**src/rtl/chip8_keypad_events.sv**
```systemverilog
// chip8_keypad_events: debounced CHIP-8 key state plus the FX0A wait-for-key handshake.
// Build option: CHIP8_WAIT_RELEASE_EN completes a wait on release of the chosen key; otherwise on press.
//
// state | meaning
// IDLE  | no wait in progress
// ARMED | wait requested, looking for a fresh key press
// HELD  | key chosen, waiting for its release (release build only)
// DONE  | key_valid_out pulse, back to IDLE next cycle
module chip8_keypad_events #(
   parameter int DEBOUNCE_CYCLES = 65536
) (
   input  logic        clk_in,
   input  logic        rst_in,
   input  logic [15:0] key_raw_in,
   output logic [15:0] key_state_out,
   input  logic        wait_req_in,
   input  logic        wait_cancel_in,
   output logic        wait_busy_out,
   output logic        key_valid_out,
   output logic [3:0]  key_idx_out
);
   localparam int CW = $clog2(DEBOUNCE_CYCLES);
   localparam logic [CW-1:0] TICK_LAST = CW'(DEBOUNCE_CYCLES - 1);

   typedef enum logic [1:0] {IDLE, ARMED, HELD, DONE} state_t;

   logic [CW-1:0]      tick_cnt_q, tick_cnt_d;
   logic               tick;
   logic [15:0][2:0]   hist_q, hist_d;
   logic [15:0]        key_state_q, key_state_d;
   logic [15:0]        prev_state_q;
   logic [15:0]        rise;
   logic [3:0]         low_idx;
   logic [3:0]         key_idx_q, key_idx_d;
   state_t             state_q, state_d;

   assign tick       = (tick_cnt_q == TICK_LAST);
   assign tick_cnt_d = tick ? '0 : tick_cnt_q + CW'(1);

   // The key state follows the history only once all three samples agree.
   always_comb begin
      hist_d      = hist_q;
      key_state_d = key_state_q;
      for (int n = 0; n < 16; n++) begin
         if (tick) hist_d[n] = {hist_q[n][1:0], key_raw_in[n]};
         if (hist_d[n] == 3'b111)      key_state_d[n] = 1'b1;
         else if (hist_d[n] == 3'b000) key_state_d[n] = 1'b0;
      end
   end

   assign rise = key_state_q & ~prev_state_q;

   always_comb begin
      low_idx = '0;
      for (int n = 15; n >= 0; n--) begin
         if (rise[n]) low_idx = 4'(n);
      end
   end

   always_comb begin
      state_d   = state_q;
      key_idx_d = key_idx_q;
      if (wait_cancel_in) begin
         state_d = IDLE;
      end else begin
         case (state_q)
            IDLE: if (wait_req_in) state_d = ARMED;
            ARMED: begin
               if (rise != '0) begin
                  key_idx_d = low_idx;
`ifdef CHIP8_WAIT_RELEASE_EN
                  state_d   = HELD;
`else
                  state_d   = DONE;
`endif
               end
            end
`ifdef CHIP8_WAIT_RELEASE_EN
            HELD: if (!key_state_q[key_idx_q]) state_d = DONE;
`endif
            DONE:    state_d = IDLE;
            default: state_d = IDLE;
         endcase
      end
   end

   always_ff @(posedge clk_in or negedge rst_in) begin
      if (!rst_in) begin
         tick_cnt_q   <= '0;
         hist_q       <= '0;
         key_state_q  <= '0;
         prev_state_q <= '0;
         key_idx_q    <= '0;
         state_q      <= IDLE;
      end else begin
         tick_cnt_q   <= tick_cnt_d;
         hist_q       <= hist_d;
         key_state_q  <= key_state_d;
         prev_state_q <= key_state_q;
         key_idx_q    <= key_idx_d;
         state_q      <= state_d;
      end
   end

   assign key_state_out = key_state_q;
   assign key_idx_out   = key_idx_q;
   assign wait_busy_out = (state_q != IDLE);
   assign key_valid_out = (state_q == DONE);

endmodule
```
**config.mk**
```make
export PLATFORM = sky130hd
export DESIGN_NAME = chip8_keypad_events
export DESIGN_NICKNAME = d
export VERILOG_FILES = /design/src/rtl/chip8_keypad_events.sv
export SDC_FILE = /design/constraint.sdc
export NUM_CORES = 1
export LEC_CHECK = 0
export CORE_MARGIN = 8
export CORE_UTILIZATION = 45
export CTS_CLUSTER_DIAMETER = 120
export DETAILED_ROUTE_END_ITERATION = 12
export PLACE_DENSITY = 0.65
export SKIP_LAST_GASP = 1
export SYNTH_ARGS = -nofsm -noshare
export SYNTH_HDL_FRONTEND = slang
export SYNTH_SLANG_ARGS = --single-unit
```
**constraint.sdc**
```tcl
create_clock -name clk_in -period 3 [get_ports clk_in]
set_input_delay 0.6 -clock clk_in [delete_from_list [all_inputs] [get_ports clk_in]]
set_output_delay 0.6 -clock clk_in [all_outputs]
set_load 0.03 [all_outputs]
```
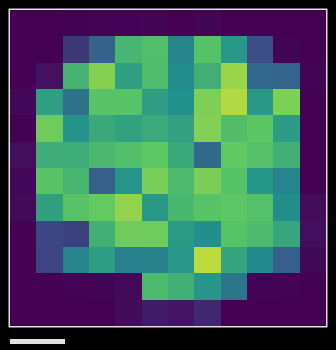
Figure 1: run 1, cell density map.
Scale bar: 20 um. 12 x 12 tiles, from dark purple (low) to yellow (high), 0 to 100% covered.
- densest ninth of the die: center
- fullest tile: 90%
- emptiest ninth of the die: south-west
- nearly empty tiles: 28%

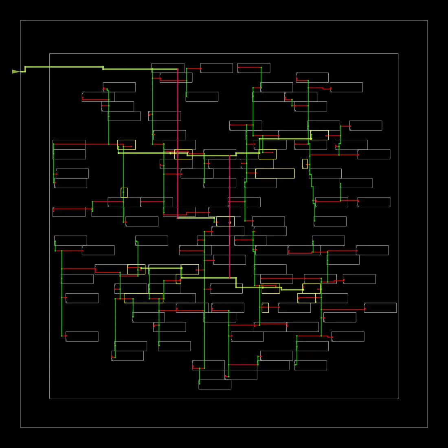
Figure 2: run 1, the clock network.
Num CTS Buffers: 9
clkbuf count: 12
# clock sinks: 102
skew final: 0.009121 ns
power in the clock group: 929 uW

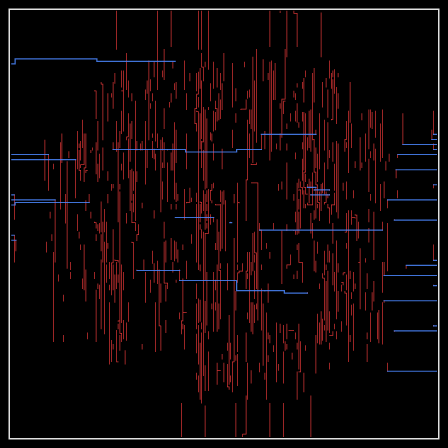
Figure 3: run 1, signal wires by layer.
Two of the layers only.
- blue: M3 (wire length 392 um)
- red: M2 (wire length 3950 um)
GRT Util Overall: 13.42%
DR vias: 2917
Routed WL: 8491 um

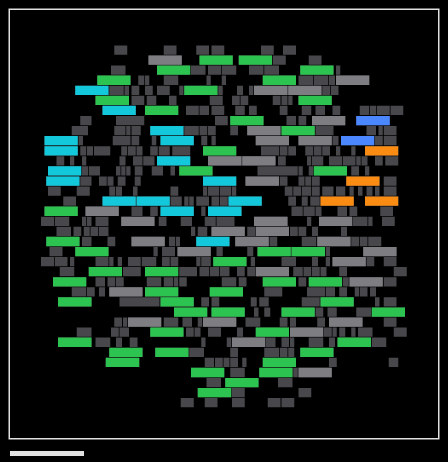
Figure 4: run 1, where the registers sit.
Scale bar: 20 um. Other sequential cells in the stronger gray, the rest of the logic in the fainter gray.
- cyan: tick_cnt_q (flops 16)
- green: hist_q (flops 48)
- orange: key_idx_out (flops 4; where east)
- blue: state_q (flops 2)
- not colored: 32

==> run summary, run 1 <==
hold_ws -> 0.2507 ns
type of origin of the critical path -> register
Mapped Area -> 4457 um^2
number of enable flip-flop cells -> 0
# Taps -> 133
Slew Viols, Final -> 0
total gr overflow -> 0
HP Class -> in2async
depth of the most critical reg-to-reg path -> 7
first-pass GRT wire length -> 14150 um
Max Clk Rate -> 446.2 MHz
Syn Area/Cell -> 11.52 um^2
number of sequential cells -> 102
max-cap violation count -> 0
P&R area growth vs syn -> 17.49%
largest net degree at the start of global routing -> 50
largest class -> registers
worst reg2reg path endpoint -> key_state_out[0]$_DFFE_PN0P_
WS Path Type -> reg2out
Clock H-tree levels -> 3
status -> finished clean
Core Util, Final -> 54.07%
Via density -> 5.064
Port Buffers -> 41
RSZ-0062 raised after global routing -> no
Comb pwr share -> 3.0%
ao+oa area frac -> 10.02%
Iter 0 DRT Violations -> 113
crit path DRT -> 2.40 ns
die y size -> 115.5 um
CP max stage delay -> 0.59 ns
Seq power -> 1.38 mW
hpwl dp -> 5967 um
tool warnings -> 26
Placement Cell Area -> 5021 um^2
M1 wire length -> 4068 um
Site Rows -> 36
top cells by area -> dfrtp_1 57%, mux2_2 8.1%, nor2b_1 3.9%
Post-route DRC -> 0
GPL Wtd Cong -> 0.7989
Max FO, Critical Path -> 4
postcts setup bufs -> 0
Logic family by area -> simple AND/OR/NAND/NOR gates
Pint -> 1.896 mW
Pwr top -> sequential cells
Core Area -> 9684 um^2
Worst Setup End Kind -> output pin
YS chip area -> 4457 um^2
share of cells above drive strength 1 -> 16.03%
Bufs and invs on worst path -> 1
dpl ws -> 0.7713 ns
initial antenna violation count -> 0
Critical Path Source -> state_q[1]$_DFFE_PN0P_
worst-margin pin slew -> 0.7431 ns
DIE WIDTH -> 115.5 um
logic share of the area -> 33.31%
Worst Setup EP -> wait_busy_out
critical path depth -> 2
drt first pass iters -> 4
Dominant flop cell -> dfrtp_1
flop share of the area -> 48.75%
switch share -> 20.21%
NetSw -> 480.3 uW
top-count cell post-synth -> dfrtp_1
Root Driver -> clkbuf_8
Final Non-Filler Cells -> 576
Flop pwr share -> 57.9%
adder share -> 0.2807%
Gate Area -> 1744 um^2
Async SR Flop Fraction -> 100.0%
# diodes -> 0
commonest non-fill, non-tap cells in the layout -> 102 x dfrtp_1, 40 x clkdlybuf4s50_1, 32 x mux2_2, 28 x nor2b_1, 27 x nand2_1
Inverters excl. clock -> 22
Syn. warnings -> 0
top layer in use -> met4
Routed Antenna Nets -> 0
Crit path max-delay family -> buffers and inverters
non-clock buffer count -> 50
routed length on met2 -> 3953 um
critical path, cell by cell -> or2_2 -> clkdlybuf4s50_1
final setup margin -> 0.7591 ns
flop2flop setup slack -> 0.78 ns
number of flip-flops in the largest register -> 48
MI comb cells -> 253
Final setup viols -> 0
clock-pin slew on the worst setup and hold paths -> 0.09 ns
GR peak layer -> met2
Syn Inst Count -> 387
NonClk Buf Share -> 9.080%
Fillers -> 857
routing usage on met3 -> 4.013%
setup TNS -> 0 ns
GR Layer Usage met1 -> 17.56%
FF/Latch Area -> 2552 um^2
XOR Share, Synth -> 2.358%
met2 Usage GRT -> 21.24%
Final #Nets -> 459
Syn Nets -> 408
FF-to-FF Start -> tick_cnt_q[0]$_DFF_PN0_
slowest stage cell on the critical path -> clkdlybuf4s50_1
die area -> 13340 um^2
ClkCell Share -> 4.110%
largest area contributor in the netlist -> dfrtp_1
Dominant cell area share -> 57.27%
min cycle time layout -> 2.241 ns
worst path arrival time -> 1.64 ns
Flops after synth -> 102
IO Pins -> 42
commonest cells in the netlist -> 102 x dfrtp_1, 32 x mux2_2, 28 x nor2b_1
Leak -> 2.654 nW
period utilization -> 74.70%
Met3 Wirelength -> 392 um
Post-Place Cells -> 560
Design Power -> 2.376 mW
peak supply drop -> 0.2588 mV
distinct lib cells -> 43
TritonCTS clock tree -> yes
Slew headroom -> 50.00%
Figure 5. Routed metal per tile (run 1).
23 x 23 tiles, from dark purple (low) to yellow (high), scaled to the fullest tile. Values are wire area over tile area, all layers added.
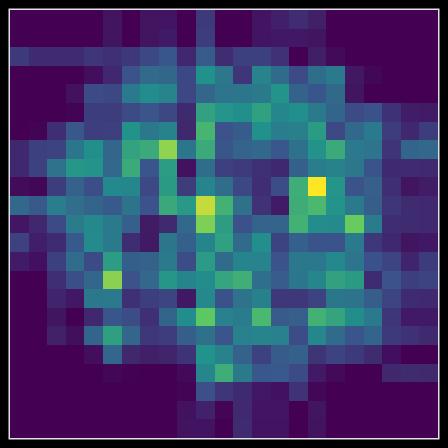

--- run 2 (diff from run 1) ---
Clock period 3 ns to 2.28 ns, I/O delays scaled along.
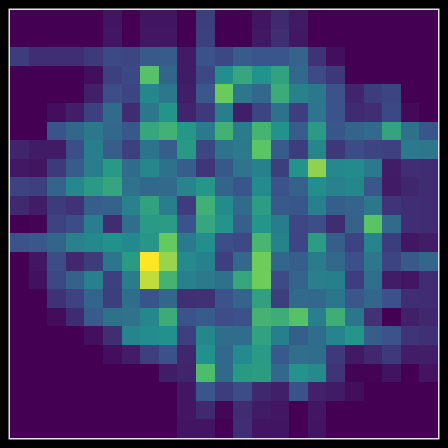
Figure 6: run 2, routed metal per tile.
23 x 23 tiles, from dark purple (low) to yellow (high), scaled to the fullest tile. Values are wire area over tile area, all layers added.
- mean over tiles: 0.097
- emptiest ninth of the die: south-west
- fullest tile: 0.43
- densest ninth of the die: center
- nearly empty tiles: 25%

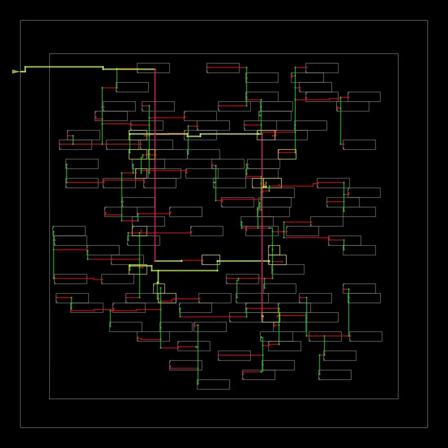
Figure 7: run 2, the clock network.
clkbuf count: 10
number of sequential cells: 102
power in the clock group: 1.09 mW

==> run 2 against run 1 <==
Sequential cell count did not move. Largest cell class unchanged. Area after synthesis did not move. Critical path type unchanged. Highest routed layer unchanged. Largest power group unchanged. Non-clock buffer count rose by 3.
==> run summary, run 2 <==
status -> finished clean (unchanged)
routing usage on met3 -> 3.387% (was 4.013%)
Hold Path End -> prev_state_q[12]$_DFF_PN0_
largest class -> registers (unchanged)
YS chip area -> 4457 um^2 (unchanged)
GR peak layer -> met2 (unchanged)
FF-to-FF Start -> tick_cnt_q[0]$_DFF_PN0_ (unchanged)
Clock power frac -> 36.4% (was 39.1%)
non-clock buffer count -> 53 (was 50)
Syn Nets -> 408 (unchanged)
met2 Usage GRT -> 20.97% (was 21.24%)
Via density -> 4.993 (was 5.064)
share of cells above drive strength 1 -> 16.82% (was 16.03%)
Flops after synth -> 102 (unchanged)
total gr overflow -> 0 (unchanged)
M1 wire length -> 3981 um (was 4068 um)
DR vias -> 2891 (was 2917)
Slew headroom -> 57.32% (was 50.00%)
CTS-repair resized insts -> 0 (unchanged)
largest area contributor in the netlist -> dfrtp_1 (unchanged)
hpwl dp -> 5885 um (was 5967 um)
commonest cells in the netlist -> 102 x dfrtp_1, 32 x mux2_2, 28 x nor2b_1 (unchanged)
Bufs and invs on worst path -> 1 (unchanged)
Core Area -> 9684 um^2 (unchanged)
postcts setup bufs -> 0 (unchanged)
depth of the most critical reg-to-reg path -> 5 (was 7)
Final #Nets -> 462 (was 459)
Critical Path Source -> state_q[1]$_DFFE_PN0P_ (unchanged)
Mapped Area -> 4457 um^2 (unchanged)
CP max stage delay -> 0.60 ns (was 0.59 ns)
MI comb cells -> 253 (unchanged)
NonClk Buf Share -> 9.990% (was 9.080%)
Logic family by area -> simple AND/OR/NAND/NOR gates (unchanged)
Comb pwr share -> 3.3% (was 3.0%)
clock-pin slew on the worst setup and hold paths -> 0.10 ns (was 0.09 ns)
top cells by area -> dfrtp_1 57%, mux2_2 8.1%, nor2b_1 3.9% (unchanged)
commonest non-fill, non-tap cells in the layout -> 102 x dfrtp_1, 40 x clkdlybuf4s50_1, 32 x mux2_2, 28 x nor2b_1, 27 x nand2_1 (unchanged)
Async SR Flop Fraction -> 100.0% (unchanged)
ao+oa area frac -> 10.02% (unchanged)
Placement Cell Area -> 5061 um^2 (was 5021 um^2)
largest register by flop count -> hist_q (unchanged)
Dominant cell area share -> 57.27% (unchanged)
FF/Latch Area -> 2552 um^2 (unchanged)
switch share -> 23.31% (was 20.21%)
flop2flop setup slack -> 0.28 ns (was 0.78 ns)
slowest stage cell on the critical path -> clkdlybuf4s50_1 (unchanged)
worst-margin pin slew -> 0.6312 ns (was 0.7431 ns)
TritonCTS clock tree -> yes (unchanged)
logic share of the area -> 33.16% (was 33.31%)
Max FO, Critical Path -> 4 (unchanged)
top-count cell post-synth -> dfrtp_1 (unchanged)
# diodes -> 0 (unchanged)
Max Clk Rate -> 470.6 MHz
Post-Place Cells -> 562 (was 560)
period utilization -> 93.20%
Syn Inst Count -> 387 (unchanged)
Port Buffers -> 41 (unchanged)
first-pass GRT wire length -> 13880 um (was 14150 um)
adder share -> 0.2807% (unchanged)
Num CTS Buffers -> 9 (unchanged)
IO Pins -> 42 (unchanged)
P&R area growth vs syn -> 18.02% (was 17.49%)
type of origin of the critical path -> register (unchanged)
top layer in use -> met4 (unchanged)
Core Util, Final -> 54.32% (was 54.07%)
Final Non-Filler Cells -> 579 (was 576)
number of flip-flops in the largest register -> 48 (unchanged)
initial antenna violation count -> 0 (unchanged)
setup TNS -> 0 ns (unchanged)
hold path cells -> 0
Seq power -> 1.81 mW (was 1.38 mW)
GRT Util Overall -> 13.30% (was 13.42%)
die area -> 13340 um^2 (unchanged)
HP Class -> reg2reg (was in2async)
critical path, cell by cell -> or2_2 -> clkdlybuf4s50_1 (unchanged)
peak supply drop -> 0.3466 mV (was 0.2588 mV)
routed length on met2 -> 3912 um (was 3953 um)
min cycle time layout -> 2.125 ns
Post-route DRC -> 0 (unchanged)
largest net degree at the start of global routing -> 53 (was 50)
RSZ-0062 raised after global routing -> no (unchanged)
final setup margin -> 0.1551 ns (was 0.7591 ns)
GR Layer Usage met1 -> 17.36% (was 17.56%)
Worst Setup EP -> wait_busy_out (unchanged)
Pwr top -> sequential cells (unchanged)
Pint -> 2.301 mW (was 1.896 mW)
# Taps -> 133 (unchanged)
flop share of the area -> 48.53% (was 48.75%)
Root Driver -> clkbuf_8 (unchanged)
Routed WL -> 8345 um (was 8491 um)
dpl ws -> 0.2895 ns (was 0.7713 ns)
Iter 0 DRT Violations -> 94 (was 113)
Slew Viols, Final -> 0 (unchanged)
Clock H-tree levels -> 3 (unchanged)
Gate Area -> 1744 um^2 (unchanged)
critical path depth -> 2 (unchanged)
Design Power -> 3.001 mW (was 2.376 mW)
Site Rows -> 36 (unchanged)
number of enable flip-flop cells -> 0 (unchanged)
hold_ws -> 0.4604 ns (was 0.2507 ns)
Crit path max-delay family -> buffers and inverters (unchanged)
NetSw -> 699.5 uW (was 480.3 uW)
Inverters excl. clock -> 22 (unchanged)
die y size -> 115.5 um (unchanged)
distinct lib cells -> 43 (unchanged)
# clock sinks -> 102 (unchanged)
later-pin clock latency in the skew report -> 0.36 ns (was 0.35 ns)
Fillers -> 856 (was 857)
skew final -> 0.007298 ns (was 0.009121 ns)
Routed Antenna Nets -> 0 (unchanged)
Met3 Wirelength -> 346 um (was 392 um)
worst reg2reg path endpoint -> hist_q[18]$_DFF_PN0_ (was key_state_out[0]$_DFFE_PN0P_)
drt first pass iters -> 4 (unchanged)
crit path DRT -> 1.82 ns (was 2.40 ns)
Syn. warnings -> 0 (unchanged)
tool warnings -> 26 (unchanged)
Dominant flop cell -> dfrtp_1 (unchanged)
worst path arrival time -> 1.67 ns (was 1.64 ns)
Syn Area/Cell -> 11.52 um^2 (unchanged)
WS Path Type -> reg2out (unchanged)
Leak -> 2.663 nW (was 2.654 nW)
DIE WIDTH -> 115.5 um (unchanged)
XOR Share, Synth -> 2.358% (unchanged)
Final setup viols -> 0 (unchanged)
ClkCell Share -> 3.592% (was 4.110%)
GPL Wtd Cong -> 0.7763 (was 0.7989)
Flop pwr share -> 60.3% (was 57.9%)
max-cap violation count -> 0 (unchanged)
Worst Setup End Kind -> output pin (unchanged)
Power is estimated from default activity; no workload was simulated.
